### config.mk
export PLATFORM = sky130hd
export DESIGN_NAME = policy_deck_ctrl_flat
export DESIGN_NICKNAME = d
export VERILOG_FILES = /design/src/rtl/policy_deck_ctrl_pkg.sv /design/src/rtl/policy_deck_ctrl_if.sv /design/src/rtl/policy_deck_ctrl_lfsr8.sv /design/src/rtl/policy_deck_ctrl.sv /design/src/flat_wrapper.sv
export SDC_FILE = /design/constraint.sdc
export NUM_CORES = 1
export LEC_CHECK = 0
export CAP_MARGIN = 20
export CORE_MARGIN = 2
export CORE_UTILIZATION = 40
export DETAILED_ROUTE_END_ITERATION = 8
export PLACE_DENSITY = 0.62
export SLEW_MARGIN = 20
export SYNTH_ARGS = -nofsm -noshare
export SYNTH_HDL_FRONTEND = slang
export SYNTH_SLANG_ARGS = --single-unit
### constraint.sdc
create_clock -name clk -period 4.6 [get_ports clk]
set_input_delay 0.69 -clock clk [delete_from_list [all_inputs] [get_ports clk]]
set_output_delay 0.69 -clock clk [all_outputs]
set_load 0.02 [all_outputs]
### src/rtl/policy_deck_ctrl_pkg.sv
// Shared op-codes, default deck sizing, FSM states and small hand helpers for the policy deck controller.
// No latency or backpressure of its own; everything here is constant or combinational.
package policy_deck_ctrl_pkg;

    localparam logic [2:0] OP_NEW_GAME = 3'd0;
    localparam logic [2:0] OP_DRAW     = 3'd1;
    localparam logic [2:0] OP_DISCARD  = 3'd2;
    localparam logic [2:0] OP_ENACT    = 3'd3;
    localparam logic [2:0] OP_PEEK     = 3'd4;
    localparam logic [2:0] OP_TOPDECK  = 3'd5;

    localparam logic [4:0] P_N_CARDS   = 5'd17;
    localparam logic [4:0] P_N_ONES    = 5'd6;
    localparam logic [2:0] P_WIN_ONES  = 3'd5;
    localparam logic [2:0] P_WIN_ZEROS = 3'd6;

    typedef enum logic [1:0] {
        ST_IDLE,
        ST_SHUF,
        ST_EXEC,
        ST_RSP
    } state_t;

    function automatic logic [4:0] pop3(input logic [2:0] h);
        return {4'd0, h[0]} + {4'd0, h[1]} + {4'd0, h[2]};
    endfunction

    // Remove card idx and close the gap toward bit0.
    function automatic logic [2:0] drop_card(input logic [2:0] h, input logic [1:0] idx);
        case (idx)
            2'd0:    drop_card = {1'b0, h[2:1]};
            2'd1:    drop_card = {1'b0, h[2], h[0]};
            default: drop_card = {1'b0, h[1:0]};
        endcase
    endfunction

endpackage

### src/rtl/policy_deck_ctrl_if.sv
// Command/response and board-tally bundle between the pin decoder (master) and the deck controller (slave).
// Pure wiring; the slave's cmd_ready carries all backpressure.
interface policy_deck_ctrl_if;
    logic       cmd_valid;
    logic       cmd_ready;
    logic [2:0] cmd_op;
    logic [1:0] cmd_arg;
    logic       rsp_valid;
    logic       rsp_err;
    logic [2:0] rsp_hand;
    logic [1:0] rsp_hand_n;
    logic [4:0] stack_n;
    logic [4:0] discard_n;
    logic [2:0] ones_cnt;
    logic [2:0] zeros_cnt;
    logic       game_over;

    modport master (
        output cmd_valid, cmd_op, cmd_arg,
        input  cmd_ready, rsp_valid, rsp_err, rsp_hand, rsp_hand_n,
        input  stack_n, discard_n, ones_cnt, zeros_cnt, game_over
    );

    modport slave (
        input  cmd_valid, cmd_op, cmd_arg,
        output cmd_ready, rsp_valid, rsp_err, rsp_hand, rsp_hand_n,
        output stack_n, discard_n, ones_cnt, zeros_cnt, game_over
    );
endinterface

### src/rtl/policy_deck_ctrl_lfsr8.sv
// Free-running 8-bit Fibonacci LFSR (x^8+x^6+x^5+x^4+1), seed 8'h01; low 5 bits feed the shuffler.
// Advances every cycle, no backpressure.
module policy_deck_ctrl_lfsr8 (
    input  logic       clk,
    input  logic       rst_n,
    output logic [4:0] o_rnd
);
    logic [7:0] r_lfsr;
    logic       w_fb;

    assign w_fb  = r_lfsr[7] ^ r_lfsr[5] ^ r_lfsr[4] ^ r_lfsr[3];
    assign o_rnd = r_lfsr[4:0];

    always_ff @(posedge clk) begin
        if (!rst_n) r_lfsr <= 8'h01;
        else        r_lfsr <= {r_lfsr[6:0], w_fb};
    end
endmodule

### src/rtl/policy_deck_ctrl.sv
// Policy-card deck sequencer: one command at a time, rsp_valid 2 cycles after accept (plus shuffle cycles).
// cmd_ready stays low from accept until the cycle after the response pulse.
module policy_deck_ctrl
    import policy_deck_ctrl_pkg::*;
#(
    parameter logic [4:0] N_CARDS   = P_N_CARDS,
    parameter logic [4:0] N_ONES    = P_N_ONES,
    parameter logic [2:0] WIN_ONES  = P_WIN_ONES,
    parameter logic [2:0] WIN_ZEROS = P_WIN_ZEROS
) (
    input  logic              clk,
    input  logic              rst_n,
    policy_deck_ctrl_if.slave io_bus
);
    state_t             r_state;
    logic               r_cmd_ready, r_rsp_valid, r_rsp_err, r_started, r_err;
    logic [2:0]         r_rsp_hand, r_hand, r_op, r_ones, r_zeros;
    logic [1:0]         r_rsp_hand_n, r_hand_n, r_arg;
    logic [N_CARDS-1:0] r_stack;
    logic [4:0]         r_stack_n, r_stack_ones, r_discard_n, r_discard_ones;
    logic [4:0]         r_rem_total, r_rem_ones, r_pos;
    logic [4:0]         w_rnd;
    logic               w_accept, w_err, w_shuf, w_game_over, w_card;
    logic [2:0]         w_hand_drop;

    policy_deck_ctrl_lfsr8 u_lfsr (.clk(clk), .rst_n(rst_n), .o_rnd(w_rnd));

    assign w_accept    = io_bus.cmd_valid && r_cmd_ready;
    assign w_game_over = (r_ones == WIN_ONES) || (r_zeros == WIN_ZEROS);
    assign w_card      = (r_op == OP_TOPDECK) ? r_stack[0] : r_hand[r_arg];
    assign w_hand_drop = drop_card(r_hand, r_arg);

    // Rejection is decided at accept so a rejected command never triggers a reshuffle.
    always_comb begin
        w_err = (io_bus.cmd_op != OP_NEW_GAME) && (!r_started || w_game_over);
        case (io_bus.cmd_op)
            OP_NEW_GAME, OP_PEEK: ;
            OP_DRAW, OP_TOPDECK:  if (r_hand_n != 2'd0) w_err = 1'b1;
            OP_DISCARD: if (r_hand_n < 2'd2 || io_bus.cmd_arg >= r_hand_n) w_err = 1'b1;
            OP_ENACT:   if (r_hand_n == 2'd0 || io_bus.cmd_arg >= r_hand_n) w_err = 1'b1;
            default:    w_err = 1'b1;
        endcase
        w_shuf = !w_err && ((io_bus.cmd_op == OP_NEW_GAME) ||
                 ((io_bus.cmd_op == OP_DRAW || io_bus.cmd_op == OP_PEEK ||
                   io_bus.cmd_op == OP_TOPDECK) && r_stack_n < 5'd3));
    end

    always_ff @(posedge clk) begin
        if (!rst_n) begin
            r_state <= ST_IDLE;
            r_cmd_ready <= 1'b0; r_rsp_valid <= 1'b0; r_rsp_err <= 1'b0;
            r_rsp_hand <= '0; r_rsp_hand_n <= '0; r_started <= 1'b0; r_err <= 1'b0;
            r_op <= '0; r_arg <= '0; r_hand <= '0; r_hand_n <= '0;
            r_stack <= '0; r_stack_n <= '0; r_stack_ones <= '0;
            r_discard_n <= '0; r_discard_ones <= '0; r_ones <= '0; r_zeros <= '0;
            r_rem_total <= '0; r_rem_ones <= '0; r_pos <= '0;
        end else begin
            r_rsp_valid <= 1'b0;
            case (r_state)
                ST_IDLE: begin
                    r_cmd_ready <= 1'b1;
                    if (w_accept) begin
                        r_cmd_ready <= 1'b0;
                        r_op  <= io_bus.cmd_op;
                        r_arg <= io_bus.cmd_arg;
                        r_err <= w_err;
                        r_state <= w_shuf ? ST_SHUF : ST_EXEC;
                        if (w_shuf) begin
                            r_stack <= '0;
                            r_pos   <= '0;
                            r_discard_n    <= '0;
                            r_discard_ones <= '0;
                            if (io_bus.cmd_op == OP_NEW_GAME) begin
                                r_rem_total <= N_CARDS;  r_stack_n    <= N_CARDS;
                                r_rem_ones  <= N_ONES;   r_stack_ones <= N_ONES;
                                r_hand <= '0; r_hand_n <= '0; r_ones <= '0; r_zeros <= '0;
                            end else begin
                                r_rem_total  <= r_stack_n + r_discard_n;
                                r_stack_n    <= r_stack_n + r_discard_n;
                                r_rem_ones   <= r_stack_ones + r_discard_ones;
                                r_stack_ones <= r_stack_ones + r_discard_ones;
                            end
                        end
                    end
                end
                ST_SHUF: begin
                    // Rejection sampling: out-of-range draws are dropped and the LFSR simply moves on.
                    if (r_rem_total == 5'd0) begin
                        r_state <= ST_EXEC;
                    end else if (w_rnd < r_rem_total) begin
                        r_stack[r_pos] <= (w_rnd < r_rem_ones);
                        r_rem_total    <= r_rem_total - 5'd1;
                        if (w_rnd < r_rem_ones) r_rem_ones <= r_rem_ones - 5'd1;
                        r_pos          <= r_pos + 5'd1;
                    end
                end
                ST_EXEC: begin
                    r_state     <= ST_RSP;
                    r_rsp_valid <= 1'b1;
                    r_rsp_err   <= r_err;
                    if (!r_err) begin
                        case (r_op)
                            OP_NEW_GAME: r_started <= 1'b1;
                            OP_DRAW: begin
                                r_hand       <= r_stack[2:0];
                                r_hand_n     <= 2'd3;
                                r_rsp_hand   <= r_stack[2:0];
                                r_rsp_hand_n <= 2'd3;
                                r_stack      <= r_stack >> 3;
                                r_stack_n    <= r_stack_n - 5'd3;
                                r_stack_ones <= r_stack_ones - pop3(r_stack[2:0]);
                            end
                            OP_DISCARD: begin
                                r_hand         <= w_hand_drop;
                                r_hand_n       <= r_hand_n - 2'd1;
                                r_rsp_hand     <= w_hand_drop;
                                r_rsp_hand_n   <= r_hand_n - 2'd1;
                                r_discard_n    <= r_discard_n + 5'd1;
                                r_discard_ones <= r_discard_ones + {4'd0, w_card};
                            end
                            OP_ENACT, OP_TOPDECK: begin
                                if (w_card) begin
                                    if (r_ones != WIN_ONES) r_ones <= r_ones + 3'd1;
                                end else if (r_zeros != WIN_ZEROS) begin
                                    r_zeros <= r_zeros + 3'd1;
                                end
                                if (r_op == OP_ENACT) begin
                                    r_discard_n    <= r_discard_n + {3'd0, r_hand_n} - 5'd1;
                                    r_discard_ones <= r_discard_ones + pop3(r_hand) - {4'd0, w_card};
                                    r_hand <= '0; r_hand_n <= '0;
                                    r_rsp_hand <= '0; r_rsp_hand_n <= '0;
                                end else begin
                                    r_stack      <= r_stack >> 1;
                                    r_stack_n    <= r_stack_n - 5'd1;
                                    r_stack_ones <= r_stack_ones - {4'd0, w_card};
                                end
                            end
                            OP_PEEK: begin
                                r_rsp_hand   <= r_stack[2:0];
                                r_rsp_hand_n <= 2'd3;
                            end
                            default: ;
                        endcase
                    end
                end
                default: begin
                    r_state     <= ST_IDLE;
                    r_cmd_ready <= 1'b1;
                end
            endcase
        end
    end

    assign io_bus.cmd_ready  = r_cmd_ready;
    assign io_bus.rsp_valid  = r_rsp_valid;
    assign io_bus.rsp_err    = r_rsp_err;
    assign io_bus.rsp_hand   = r_rsp_hand;
    assign io_bus.rsp_hand_n = r_rsp_hand_n;
    assign io_bus.stack_n    = r_stack_n;
    assign io_bus.discard_n  = r_discard_n;
    assign io_bus.ones_cnt   = r_ones;
    assign io_bus.zeros_cnt  = r_zeros;
    assign io_bus.game_over  = w_game_over;
endmodule

### src/flat_wrapper.sv
// flat-port wrapper written by rule: the top's interface ports become plain ports
module policy_deck_ctrl_flat import policy_deck_ctrl_pkg::*;
#(
    parameter logic [4:0] N_CARDS   = P_N_CARDS,
    parameter logic [4:0] N_ONES    = P_N_ONES,
    parameter logic [2:0] WIN_ONES  = P_WIN_ONES,
    parameter logic [2:0] WIN_ZEROS = P_WIN_ZEROS
)
  (clk, rst_n, io_bus_cmd_valid, io_bus_cmd_op, io_bus_cmd_arg, io_bus_cmd_ready, io_bus_rsp_valid, io_bus_rsp_err, io_bus_rsp_hand, io_bus_rsp_hand_n, io_bus_stack_n, io_bus_discard_n, io_bus_ones_cnt, io_bus_zeros_cnt, io_bus_game_over);
  policy_deck_ctrl_if io_bus_i ();
  input  logic clk;
  input  logic rst_n;
  input wire logic [$bits(io_bus_i.cmd_valid)-1:0] io_bus_cmd_valid;
  input wire logic [$bits(io_bus_i.cmd_op)-1:0] io_bus_cmd_op;
  input wire logic [$bits(io_bus_i.cmd_arg)-1:0] io_bus_cmd_arg;
  output wire logic [$bits(io_bus_i.cmd_ready)-1:0] io_bus_cmd_ready;
  output wire logic [$bits(io_bus_i.rsp_valid)-1:0] io_bus_rsp_valid;
  output wire logic [$bits(io_bus_i.rsp_err)-1:0] io_bus_rsp_err;
  output wire logic [$bits(io_bus_i.rsp_hand)-1:0] io_bus_rsp_hand;
  output wire logic [$bits(io_bus_i.rsp_hand_n)-1:0] io_bus_rsp_hand_n;
  output wire logic [$bits(io_bus_i.stack_n)-1:0] io_bus_stack_n;
  output wire logic [$bits(io_bus_i.discard_n)-1:0] io_bus_discard_n;
  output wire logic [$bits(io_bus_i.ones_cnt)-1:0] io_bus_ones_cnt;
  output wire logic [$bits(io_bus_i.zeros_cnt)-1:0] io_bus_zeros_cnt;
  output wire logic [$bits(io_bus_i.game_over)-1:0] io_bus_game_over;
  assign io_bus_i.cmd_valid = io_bus_cmd_valid;
  assign io_bus_i.cmd_op = io_bus_cmd_op;
  assign io_bus_i.cmd_arg = io_bus_cmd_arg;
  assign io_bus_cmd_ready = io_bus_i.cmd_ready;
  assign io_bus_rsp_valid = io_bus_i.rsp_valid;
  assign io_bus_rsp_err = io_bus_i.rsp_err;
  assign io_bus_rsp_hand = io_bus_i.rsp_hand;
  assign io_bus_rsp_hand_n = io_bus_i.rsp_hand_n;
  assign io_bus_stack_n = io_bus_i.stack_n;
  assign io_bus_discard_n = io_bus_i.discard_n;
  assign io_bus_ones_cnt = io_bus_i.ones_cnt;
  assign io_bus_zeros_cnt = io_bus_i.zeros_cnt;
  assign io_bus_game_over = io_bus_i.game_over;
  policy_deck_ctrl #(.N_CARDS(N_CARDS), .N_ONES(N_ONES), .WIN_ONES(WIN_ONES), .WIN_ZEROS(WIN_ZEROS)) u_core (.clk(clk), .rst_n(rst_n), .io_bus(io_bus_i));
endmodule
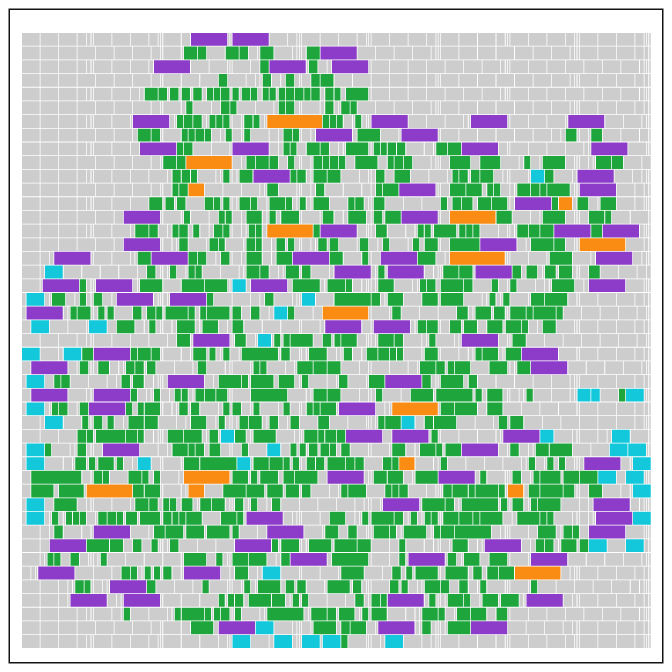
placement_by_type.png
Fill, decap, tap and diode cells in gray.
class	color	cells	share of their area
combinational and other logic	green	673	63%
clock drivers and dummy loads	orange	16	4.8%
other buffers and delay cells	cyan	44	5.9%
flops	purple	88	26%

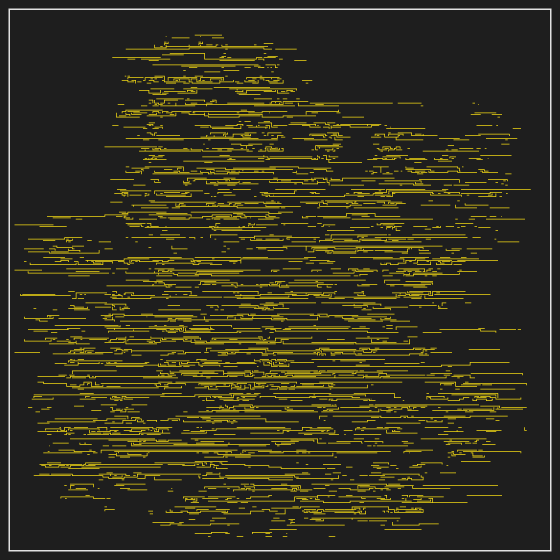
layer_met1.png
wire length on this layer	8450 µm
nets with wire on the layer	815

==> metrics.cfg <==
[clock_network]
cts_tree=done
numCtsBuffers=9
cts_root_buf=clkbuf_16
cts-resized-gates=0
holdBufCountCts=0

[floorplan]
dieArea_um2=16800
ios=33
core_area_um2=15300
dieWidth_um=130
initCoreUtil=0.412
row_count=45

[placed_design]
pre_cts_ws_ps=935
placed_area_um2=6770
port_buffers=32
place_hpwl_mm=12.2

[layout]
nets=888
drive_above_1_share=0.0585

[global_routing]
grt_busiest_layer=met2
grt_pass1_wl_mm=28.7
track_usage=0.216
grt_util_met2=0.327
grt_max_degree=54
grtUsageMet3=0.0528

[synth]
ys_cells=808
synth_area_um2=6310
synth_seq_share=0.279
avgSynthCellArea_um2=7.81
async_flop_share=0
edf_count=0
yosys-top-cells-area=dfxtp_1, ha_1, nand2_1, a21oi_1, nand3_1

[run_status]
outcome=complete, no violations

[worst_setup_path]
setup.worst_path.start_class=flip-flop
r2r_start=u_core.r_op[2]$_SDFFE_PN0P_
ff2ff_path_depth=13
arrival_ps=3960

[detailed_routing]
met3RoutedLength_mm=1.12
avgRoutedWirePerCell_um=16.6
drcViolationCount=0

[worst_hold_path]
holdPathStages=1
holdPathEnd=u_core.u_lfsr.r_lfsr[7]$_SDFF_PN0_
min_path_type=flip-flop to flip-flop

[pwr]
p_sw_frac=0.416
p_seq_frac=0.318
pg_clk_uw=826

[sta]
holdWs_ps=443
finalHoldViolCount=0

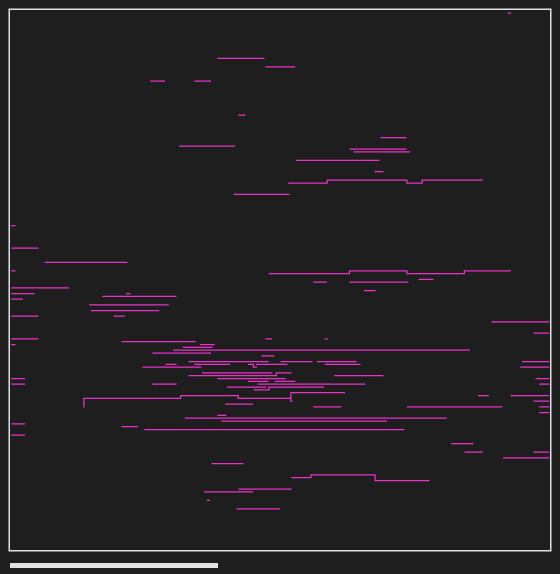
layer_met3.png
The bar under the picture is 50 µm long.
share of all routed wire	6.6%
wire length on this layer	1120 µm
longest straight run	70.8 µm

worst max-delay path: stages, from the launching register on:
cell,delay (ps)
dfxtp_1,550
nand3b_1,210
or2_2,320
and2_1,250
ha_1,340
inv_1,60
fa_1,450
fa_1,410
a21o_1,190
a21oi_1,170
xnor2_1,70
o21ai_0,210
o22ai_1,110
a21bo_2,240
worst max-delay path by stage:
stage / start / slack (ps) / end
after global placement: u_core.r_op[2]$_SDFFE_PN0P_ / 990 / u_core.r_discard_ones[4]$_SDFFE_PN0P_
after global routing: u_core.r_op[2]$_SDFFE_PN0P_ / 630 / u_core.r_discard_ones[4]$_SDFFE_PN0P_
after floorplan: u_core.r_op[2]$_SDFFE_PN0P_ / 1250 / u_core.r_discard_ones[4]$_SDFFE_PN0P_
after detailed placement: u_core.r_op[2]$_SDFFE_PN0P_ / 930 / u_core.r_discard_ones[4]$_SDFFE_PN0P_
after CTS: u_core.r_op[2]$_SDFFE_PN0P_ / 910 / u_core.r_discard_ones[4]$_SDFFE_PN0P_
final: u_core.r_op[2]$_SDFFE_PN0P_ / 900 / u_core.r_discard_ones[4]$_SDFFE_PN0P_
metrics by stage:
| stage | power [µW] | utilization |
|---|---|---|
| finish | 2910 | 0.463 |
| global route | 3110 | 0.463 |
| CTS | 2920 | 0.463 |
| detailed placement | 2090 | 0.442 |
| global placement | 2080 | 0.442 |
| floorplan | 1790 | - |
area by class of cell:
class                           instances  area (µm²)
Sequential cell                        88        1760
Tap cell                              211         264
Clock inverter                          7         103
Inverter                               54         203
Fill cell                            1563        8220
Clock buffer                            9         225
Timing Repair Buffer                   44         405
Multi-Input combinational cell        619        4130
cells in the final DEF (no fill, tap or decap), drive strengths merged, types with 9 or more instances in the layout:
master | Yosys | routed
buf | 15 | 13
ha | 57 | 57
nand3 | 43 | 43
a21oi | 73 | 73
xnor2 | 18 | 18
inv | 52 | 54
clkdlybuf4s50 | 0 | 31
and2 | 11 | 11
nand2 | 128 | 128
mux2i | 13 | 13
dfxtp | 88 | 88
nor2 | 44 | 44
clkbuf | 32 | 9
o31ai | 26 | 26
nor3 | 15 | 15
a211oi | 11 | 11
a21o | 10 | 10
a31oi | 9 | 9
o21ai | 40 | 40
flip-flops by register name (all words and copies together), names as in the netlist, 2 cells and up:
| name | flops |
|---|---|
| u_core.r_hand | 3 |
| u_core.r_stack_ones | 5 |
| u_core.r_state | 2 |
| u_core.r_rem_total | 5 |
| u_core.r_pos | 5 |
| u_core.r_rem_ones | 5 |
| u_core.io_bus.stack_n | 5 |
| u_core.u_lfsr.r_lfsr | 8 |
| u_core.r_op | 3 |
| u_core.io_bus.ones_cnt | 3 |
| u_core.io_bus.rsp_hand | 3 |
| u_core.r_hand_n | 2 |
| u_core.r_arg | 2 |
| u_core.r_discard_ones | 5 |
| u_core.io_bus.zeros_cnt | 3 |
| u_core.io_bus.discard_n | 5 |
| u_core.io_bus.rsp_hand_n | 2 |
| u_core.r_stack | 17 |
logic make-up (layout without fill, tap and decap cells):
kind of cell	Yosys count	count (layout)	share of synthesized area
fa+ha+maj	64	64	0.135
xor+xnor	25	25	0.0347
flops	88	88	0.279
mux	15	15	0.0242
simple gates	274	274	0.199
buf+inv	101	114	0.0660
compound gates	241	241	0.262
Power is estimated from default activity; no workload was simulated.
